==> config.mk <==
export PLATFORM = sky130hd
export DESIGN_NAME = wt_tile_loader
export DESIGN_NICKNAME = d
export VERILOG_FILES = /design/src/rtl/wt_loader_pkg.sv /design/src/rtl/wt_bank_regs.sv /design/src/rtl/wt_tile_loader.sv
export SDC_FILE = /design/constraint.sdc
export NUM_CORES = 1
export LEC_CHECK = 0
export CAP_MARGIN = 10
export CORE_UTILIZATION = 42
export DETAILED_ROUTE_END_ITERATION = 10
export PLACE_DENSITY_LB_ADDON = 0.05
export SLEW_MARGIN = 20
export SYNTH_ARGS = -nofsm -noshare
export SYNTH_HDL_FRONTEND = slang
export SYNTH_SLANG_ARGS = --single-unit
==> constraint.sdc <==
create_clock -name clk -period 2.6 [get_ports clk]
set_clock_uncertainty 0.1 [all_clocks]
set_input_delay 0.78 -clock clk [delete_from_list [all_inputs] [get_ports clk]]
set_output_delay 0.78 -clock clk [all_outputs]
set_load 0.02 [all_outputs]
Run 1, signal wires on met1:
Supply wires on this layer in grey.
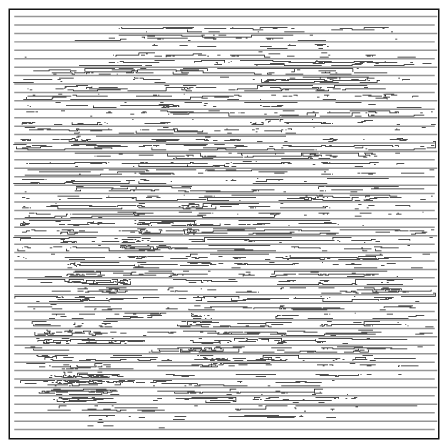
- main direction: horizontal
- wire length on this layer: 7,430 um
- share of all routed wire: 46%
- nets with wire on the layer: 567
global routing met1 resource utilization: 0.241
routed wire length: 16.0 mm

Run 1, metal 2:
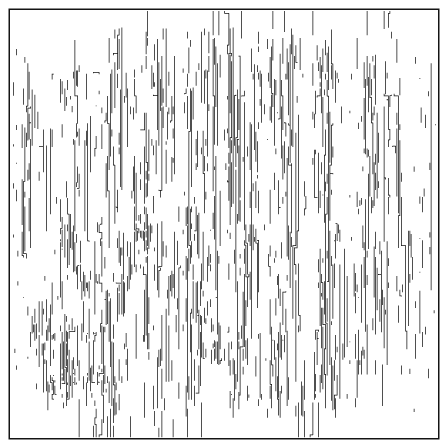
- nets with wire on the layer: 507
- main direction: vertical
met2 usage: 0.305
vias post-DR: 4,292

Run 1, met3 routing:
Bar = 50 um.
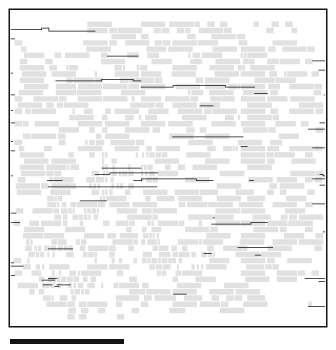
- nets with wire on the layer: 43
- share of all routed wire: 3.1%
- main direction: horizontal
- longest straight run: 47.4 um
- wire length on this layer: 498 um
met3 Resource Use GR: 0.0395

==> out/metrics.yaml, run 1 <==
layout:
  sh_comb_area: 0.210
  seq_cells: 196
  diodes: 0
  fillCellCount: 1458
  area_dominant_class: "registers"
  comb_area_mm2: 0.00203
  regArea_mm2: 0.00563
  clkbuf_count: 18
  lay_top_cells: "edfxtp_1 (144), buf_4 (55), clkdlybuf4s50_1 (52), dfrtp_1 (50), mux2i_1 (44)"
  largest_reg_flops: 144
  final_common_cell: "edfxtp_1"
  inv_count: 10
  synthToLayoutAreaGrowth_pct: 23.9
  fin_cells: 829
  final_nets: 613
  n_all_buffers: 112
  drive_gt1_frac: 0.235
  clk_share: 0.0689
  seq-cell-share: 0.584
  layout.nonclk_buf_frac: 0.103
  postLayoutCoreUtil: 0.533
  multiInputCombCellCount: 250
  final_area_mm2: 0.00964
cts:
  root_buffer: "clkbuf_16"
  cts_tree: "done"
  clk_pin_slew_worst_paths_ns: 0.07
  cts_sinks: 196
  hold_buffers: 0
  clk_path_buf_depth: 2
  numCtsBuffers: 17
  clk_latency_ns: 0.43
  cts_resized: 4
  postCtsSetupBuffers: 0
  htreeDepth: 4
final_timing:
  worst_pin_slew_ns: 0.643
  hold_viol_final: 0
  fin_setup_tns_ns: 0
  relSlewSlack: 0.569
  setup_ws_ns: 0.0771
  finalSetupViolCount: 0
  hold-worst-slack_ns: 0.254
  rsz0062_at_grt: "false"
  drv_slew: 0
  final.min_clock_period_ns: 2.52
  period_used_share: 0.970
  clock.fmax_ghz: 0.396
synthesis:
  synth_area_per_cell_um2: 16.3
  ys_area_mm2: 0.00778
  synth_area_mm2: 0.00778
  top_area_frac: 0.556
  topCellsByArea: "edfxtp_1 (56%), dfrtp_1 (17%), mux2i_1 (5.8%)"
  yosysCellCount: 477
  most_common_cell: "edfxtp_1"
  async_reset_ff_frac: 0.265
  synth_cells: 477
  ys_sh_adder: 0.00643
  ys_types: 50
  synth.comb.largest_family: "multiplexers"
  ff_type: "edfxtp_1"
  ys_seq_frac: 0.723
  fp_nets: 503
  ys_sh_mux: 0.113
  synth.top_cells.by_count: "edfxtp_1 (144), dfrtp_1 (52), mux2i_1 (45), nand2_1 (37), nor2_1 (26)"
  edf_count: 144
  top_area_cell: "edfxtp_1"
  yosys.area_share.simple: 0.0685
  synth_flops: 196
  aoi_share: 0.0677
  xor_share: 0.00225
  synth_warnings: 0
setup_path:
  cp_slowest_cell: "or4b_4"
  cp.depth: 6
  cpPeakStageDelay_ns: 0.69
  endpoint_kind: "flip-flop"
  crit_type: "in -> reg"
  r2r_slack_ns: 0.13
  start_kind: "input pin"
  required_ns: 2.83
  crit_arrival_ns: 2.75
  path_cells: "clkdlybuf4s50_1 > nor2_2 > mux2_4 > buf_4 > or4b_4 > o221ai_1"
  critPathBufInv: 2
  critPathMaxFanout: 16
  r2r_cells: 7
  worst_path_dominant_cell_family: "simple AND/OR/NAND/NOR gates"
routing:
  top_layer: "met4"
  wl_met2_mm: 7.96
  drtAntennaViolNets: 0
  drc: 2
  wl_per_cell_um: 19.3
  dr.pass1.iters: 9
  wl_met1_mm: 7.43
  avgViaCountPerCell: 5.18
  met3RoutedLength_um: 498
  drt_iter0_markers: 219
global_routing:
  grt_max_degree: 68
  first_global_vias: 4484
  overflow: 0
  top_usage_layer: "met2"
  antenna_found_initial: 0
  grt_usage: 0.182
  grt_pass1_wl_mm: 25.7
power_and_ir_drop:
  peakVddDrop_v: 0.000510
  sequentialPowerShare: 0.397
  pg_clk_uw: 2890
  combPwrFrac: 0.322
  p_sw_uw: 3190
  p_clk_frac: 0.281
  seq_power_uw: 4090
  power_leakage_uw: 0.00359
  power_uw: 10300
  switching_share: 0.309
  comb_power_uw: 3320
  internal_power_uw: 7110
  power-top-group: "sequential cells"
  powerDensity_mw_per_mm2: 1070
floorplan:
  chip_area_mm2: 0.0191
  ios: 56
  core-area_mm2: 0.0181
  fp_util: 0.430
  die-height_um: 138
  well_tap_count: 229
  fp.dieW_um: 138
  rows: 49
placement:
  portBuffers: 55
  place_worst_setup_slack_ns: -0.371
  dpl_cell_area_mm2: 0.00896
  place_hpwl_mm: 10.2
  gp_congestion: 0.808
  dp.cells: 797
job:
  tool_warnings: 28
  drv_cap: 0
outcome:
  violations: "design-rule violations"
  status: "finished with violations"
min_path:
  hold_path.class: "in -> async"
Run 1, clock nets:
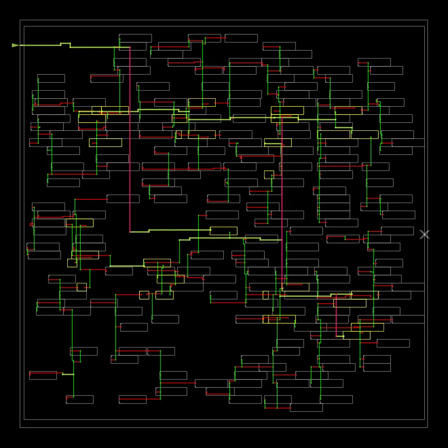

==> run 2: changes to the inputs <==
- CELL_PAD_IN_SITES_DETAIL_PLACEMENT: unset -> 0
- CELL_PAD_IN_SITES_GLOBAL_PLACEMENT: unset -> 1
- SETUP_SLACK_MARGIN: unset -> 0.02
Run 2, clock nets:
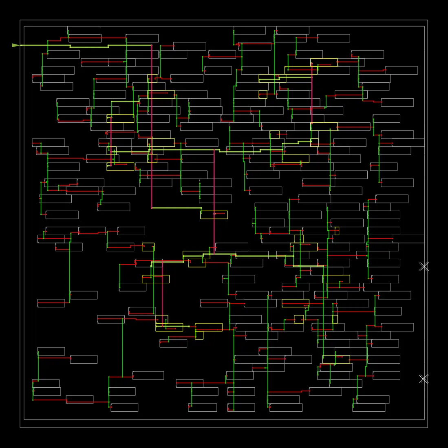
Seq Cell Count: 196
Sink Count: 196
clock distribution power: 2550 uW
total CTS buffers: 17

Run 2, signal wires on met1:
Supply wires on this layer in grey.
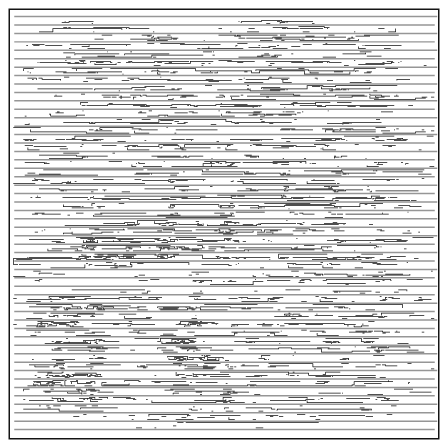
- share of all routed wire: 45%
- main direction: horizontal
- wire length on this layer: 7,150 um
routed wire length: 16.0 mm
vias post-DR: 4,291
global routing met1 resource utilization: 0.246

==> run 2 against run 1 <==
The run still ends with design-rule violations left. Register-to-register slack better by 0.18 ns. First-iteration DRC count is 0.91% higher. Via count about the same. Setup slack better by 0.041 ns. Non-clock buffer count shrank 11. Global-route usage is 0.13 points higher. Cell count decreased by 1.3%.
==> out/metrics.yaml, run 2 <==
final_timing:
  finalSetupViolCount: 0
  clock.fmax_ghz: 0.403
  rsz0062_at_grt: "false"
  fin_setup_tns_ns: 0
  period_used_share: 0.955
  final.min_clock_period_ns: 2.48
  setup_ws_ns: 0.118
  hold-worst-slack_ns: 0.298
  relSlewSlack: 0.516
  worst_pin_slew_ns: 0.726
  drv_slew: 0
  hold_viol_final: 0
setup_path:
  cp_slowest_cell: "clkdlybuf4s50_1"
  worst_path_dominant_cell_family: "buffers and inverters"
  cp.depth: 1
  r2r_slack_ns: 0.31
  path_cells: "clkdlybuf4s50_1"
  endpoint_kind: "primary output"
  critPathMaxFanout: 14
  crit_arrival_ns: 1.60
  critPathBufInv: 1
  cpPeakStageDelay_ns: 0.66
  start_kind: "flip-flop"
  crit_type: "reg -> out"
  r2r_cells: 7
  required_ns: 1.72
synthesis:
  ys_seq_frac: 0.723
  ff_type: "edfxtp_1"
  synth_area_per_cell_um2: 16.3
  synth_area_mm2: 0.00778
  yosysCellCount: 477
  ys_types: 50
  yosys.area_share.simple: 0.0685
  xor_share: 0.00225
  ys_sh_mux: 0.113
  ys_sh_adder: 0.00643
  synth.top_cells.by_count: "edfxtp_1 (144), dfrtp_1 (52), mux2i_1 (45), nand2_1 (37), nor2_1 (26)"
  edf_count: 144
  async_reset_ff_frac: 0.265
  topCellsByArea: "edfxtp_1 (56%), dfrtp_1 (17%), mux2i_1 (5.8%)"
  synth.comb.largest_family: "multiplexers"
  synth_cells: 477
  top_area_cell: "edfxtp_1"
  synth_flops: 196
  aoi_share: 0.0677
  top_area_frac: 0.556
  fp_nets: 503
  most_common_cell: "edfxtp_1"
  synth_warnings: 0
  ys_area_mm2: 0.00778
floorplan:
  rows: 49
  core-area_mm2: 0.0181
  die-height_um: 138
  fp_util: 0.430
  fp.dieW_um: 138
  chip_area_mm2: 0.0191
  ios: 56
  well_tap_count: 229
placement:
  dpl_cell_area_mm2: 0.00888
  place_hpwl_mm: 9.96
  gp_congestion: 0.791
  place_worst_setup_slack_ns: -0.390
  dp.cells: 786
  portBuffers: 55
layout:
  layout.nonclk_buf_frac: 0.0964
  clkbuf_count: 18
  synthToLayoutAreaGrowth_pct: 21.7
  largest_reg_flops: 144
  regArea_mm2: 0.00563
  final_area_mm2: 0.00947
  final_common_cell: "edfxtp_1"
  lay_top_cells: "edfxtp_1 (144), clkdlybuf4s50_1 (52), dfrtp_1 (50), mux2i_1 (44), buf_4 (44)"
  diodes: 0
  sh_comb_area: 0.214
  n_all_buffers: 101
  fillCellCount: 1476
  final_nets: 602
  fin_cells: 818
  area_dominant_class: "registers"
  comb_area_mm2: 0.00203
  inv_count: 10
  postLayoutCoreUtil: 0.524
  clk_share: 0.0610
  multiInputCombCellCount: 250
  drive_gt1_frac: 0.219
  seq-cell-share: 0.594
power_and_ir_drop:
  internal_power_uw: 6700
  combPwrFrac: 0.332
  power_uw: 9940
  powerDensity_mw_per_mm2: 1050
  switching_share: 0.326
  p_sw_uw: 3240
  sequentialPowerShare: 0.411
  power_leakage_uw: 0.00348
  power-top-group: "sequential cells"
  seq_power_uw: 4090
  p_clk_frac: 0.257
  peakVddDrop_v: 0.000507
  comb_power_uw: 3300
cts:
  postCtsSetupBuffers: 0
  clk_latency_ns: 0.43
  htreeDepth: 4
  root_buffer: "clkbuf_16"
  clk_path_buf_depth: 2
  cts_resized: 4
  clk_pin_slew_worst_paths_ns: 0.07
  cts_tree: "done"
  hold_buffers: 0
global_routing:
  first_global_vias: 4518
  grt_usage: 0.183
  gr-usage-met2: 0.302
  antenna_found_initial: 0
  grt_pass1_wl_mm: 25.8
  grt_max_degree: 68
  top_usage_layer: "met2"
  overflow: 0
routing:
  top_layer: "met4"
  met3RoutedLength_um: 816
  dr.pass1.iters: 7
  drtAntennaViolNets: 0
  wl_met1_mm: 7.15
  drc: 4
  wl_per_cell_um: 19.6
  wl_met2_mm: 7.91
  avgViaCountPerCell: 5.25
  drt_iter0_markers: 221
job:
  tool_warnings: 28
  drv_cap: 0
min_path:
  hold_path.class: "in -> async"
outcome:
  violations: "design-rule violations"
  status: "finished with violations"
Run 2, met3 routing:
Bar = 50 um.
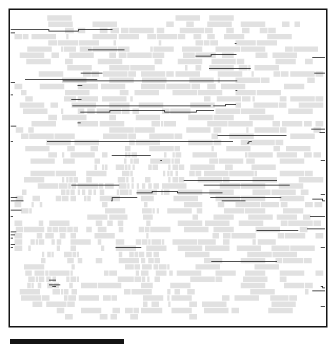
- share of all routed wire: 5.1%
- nets with wire on the layer: 45
met3 Resource Use GR: 0.0367

Power figures rest on the tool's default switching activity, not on a simulated workload.
